==> config.mk <==
export PLATFORM = sky130hd
export DESIGN_NAME = sprite_fetcher
export DESIGN_NICKNAME = d
export VERILOG_FILES = /design/src/rtl/sprite_fetcher.sv
export SDC_FILE = /design/constraint.sdc
export NUM_CORES = 1
export LEC_CHECK = 0
export CAP_MARGIN = 25
export CELL_PAD_IN_SITES_DETAIL_PLACEMENT = 2
export CELL_PAD_IN_SITES_GLOBAL_PLACEMENT = 2
export CORE_UTILIZATION = 29
export CTS_CLUSTER_SIZE = 12
export DETAILED_ROUTE_END_ITERATION = 8
export GPL_TIMING_DRIVEN = 0
export PLACE_DENSITY_LB_ADDON = 0.1
export SYNTH_ARGS = -nofsm -noshare
export SYNTH_HDL_FRONTEND = slang
export SYNTH_SLANG_ARGS = --single-unit
==> constraint.sdc <==
create_clock -name clock -period 4.11 [get_ports clock]
set_input_delay 0.822 -clock clock [delete_from_list [all_inputs] [get_ports clock]]
set_output_delay 0.822 -clock clock [all_outputs]
set_load 0.1 [all_outputs]
Fig. 1: run 1, metal layers overlaid
(3 px per um)
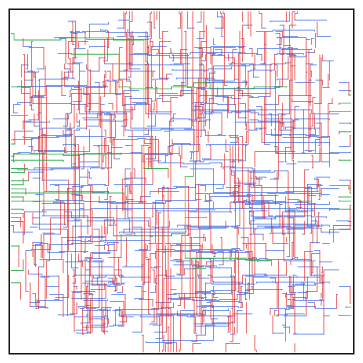
[orange] M4 | wire length: 117 um
[green] M3 | wire length: 451 um
[blue] M1 | wire length: 4650 um
[red] M2 | wire length: 5350 um
final wirelength: 10570 um
routed len/inst: 15.09 um
routed vias: 3301
GR Util All Layers: 17.80%

Fig. 2: run 1, PDN straps and rails
(3 px per um) Pins as bars on the die edge. Tap cells in grey.
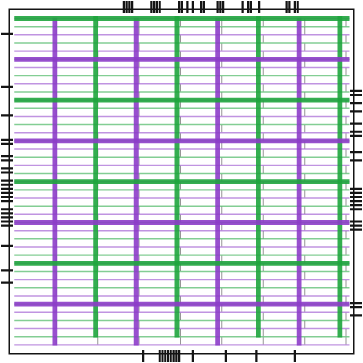
[green] VDD
[purple] VSS
met4 straps: 8
met5 straps: 8
rows: 40
met1 rails: 41
die height: 114.4 um
Peak VDD IR: 0.0002506 V
core box area: 12160 sq um
Horiz. Die Dim: 114.4 um

Fig. 3: run 1, signal wires on met2
(2 px per um)
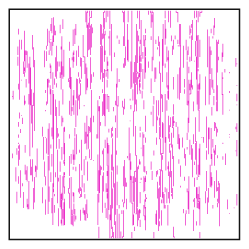
main direction: vertical
nets with wire on the layer: 517
GR Util met2: 32.04%

==> results.cfg, run 1 <==
; physical design summary
[detailed_routing]
wl_met3_um = 450
drc = 0
viasPerCell = 4.716
detail_route.first_pass.iterations = 4
wl_met2_um = 5351

[cells_and_area]
flops = 77
signal_buffers = 116
largest_class = logic gates
synthToLayoutAreaGrowth_pct = 35.85
clock_area_share_pct = 5.660
fin_nets = 574
clock_buffers = 10
mostFrequentLayoutCells = clkdlybuf4s50_1, dfxtp_1, nand2_1, nor2_1, a21oi_1
nonClkBufAreaFrac_pct = 20.00
inv_count = 13
comb_area_share_pct = 38.14

[critical_path]
crit_cells = 5
path_buffers = 4
critPathKind = in -> out
rr_worst_depth = 9
cpMaxStageDelayCell = dlygate4sd2_1

[pwr]
pwr-share-comb_pct = 10.4
p_seq_share_pct = 44.3
p_int_uw = 1296

[placement]
placed_area_sq_um = 4690
dp.final_hpwl_um = 8039
placed_cells = 685

[global_route]
grt_overflow_total = 0
met3_usage_pct = 5.558
grt_pass1_vias = 3595
grt_pass1_wl_um = 17820

[die]
rows = 40

[synth]
ys_sh_adder_pct = 6.015
ys_cells = 436
synthFlopType = dfxtp_1
xor_share_pct = 1.914
synthesis.area_sq_um = 3661
ys_sh_mux_pct = 8.783
synthTopCellsByCount = dfxtp_1, nand2_1, nor2_1
postSynthSeqShare_pct = 42.11

[cts]
clk-insertion-delay-late_ps = 340
clk_path_buf_depth = 2
postCtsSetupBuffers = 0
cts-buffers-inserted = 9
cts_resized = 1
postCtsHoldBufs = 0

[timing]
relSlewSlack_pct = 32.29
layout_worst_path_cycle_share_pct = 90.89
rsz0062_at_grt = no
setup_tns_ps = 0
tightest_slew_ps = 1012

[run_status]
outcome = finished clean
==> inputs of run 2 (changes only) <==
- HOLD_SLACK_MARGIN: default -> 0.12
Fig. 4: run 2, signal wires on met3
(2 px per um) Cells faint in the background.
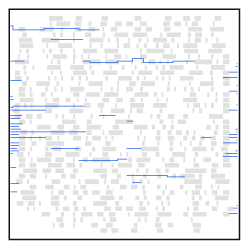
longest straight run: 37.5 um
share of all routed wire: 4.3%
wire length on this layer: 451 um
main direction: horizontal
GR Util met3: 5.558%

Fig. 5: run 2, signal wires on met2
(2 px per um)
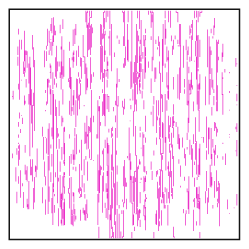
nets with wire on the layer: 517
share of all routed wire: 51%
main direction: vertical
longest straight run: 49.6 um
wire length on this layer: 5350 um

==> results.cfg, run 2 <==
; physical design summary
[cells_and_area]
drive_gt1_share_pct = 7.895
signal_buffers = 116
fin_nets = 574
flops = 77
clock_buffers = 10
mostFrequentLayoutCells = clkdlybuf4s50_1, dfxtp_1, nand2_1, nor2_1, a21oi_1
synthToLayoutAreaGrowth_pct = 35.85
nonClkBufAreaFrac_pct = 20.00
largest_class = logic gates
comb_area_share_pct = 38.14
inv_count = 13

[die]
die_w_um = 114.4
rows = 40
core_area_sq_um = 12160

[detailed_routing]
drc = 0
wl_met2_um = 5351
detail_route.first_pass.iterations = 4
viasPerCell = 4.716
wire_per_inst_um = 15.09
wl_met3_um = 450
vias = 3301
routed_wirelength_um = 10570

[critical_path]
worstPathArrival_ps = 2910
critPathTopFamily = buffers and inverters
path_buffers = 4
cpMaxStageDelayCell = dlygate4sd2_1
crit_cells = 5
start_kind = input pin
rr_worst_depth = 9
rrSetupSlack_ps = 1250

[timing]
layout_worst_path_cycle_share_pct = 90.89
tightest_slew_ps = 1012
rsz0062_at_grt = no
relSlewSlack_pct = 32.29
setup_tns_ps = 0

[global_route]
grt_overflow_total = 0
gr-usage-met2_pct = 32.04
grt_use_total_pct = 17.80
grt_pass1_wl_um = 17820

[placement]
gp_congestion = 0.7638
placed_cells = 685
dp.final_hpwl_um = 8039
placed_area_sq_um = 4690

[synth]
ys_sh_mux_pct = 8.783
synthFlopType = dfxtp_1
synthesis.area_sq_um = 3661
postSynthSeqShare_pct = 42.11
postSynthCellCount = 436
ys_cells = 436

[cts]
clk-insertion-delay-late_ps = 340
postCtsSetupBuffers = 0
cts-buffers-inserted = 9
cts_resized = 1

[pwr]
p_int_uw = 1296
p_seq_share_pct = 44.3
ir_drop_v = 0.0002506
pwr-share-comb_pct = 10.4
power_uw = 1710

[run_status]
outcome = finished clean
Fig. 6: run 2, PDN straps and rails
(3 px per um) Pins as bars on the die edge. Tap cells in grey.
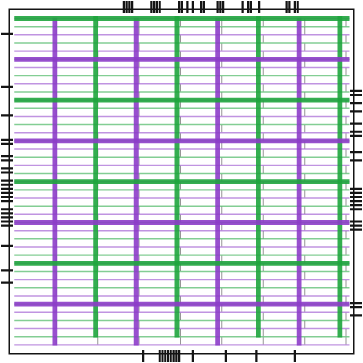
[purple] VSS
[green] VDD
met1 rails: 41
met5 straps: 8
signal pins: 82

Power and IR drop assume default switching activity.
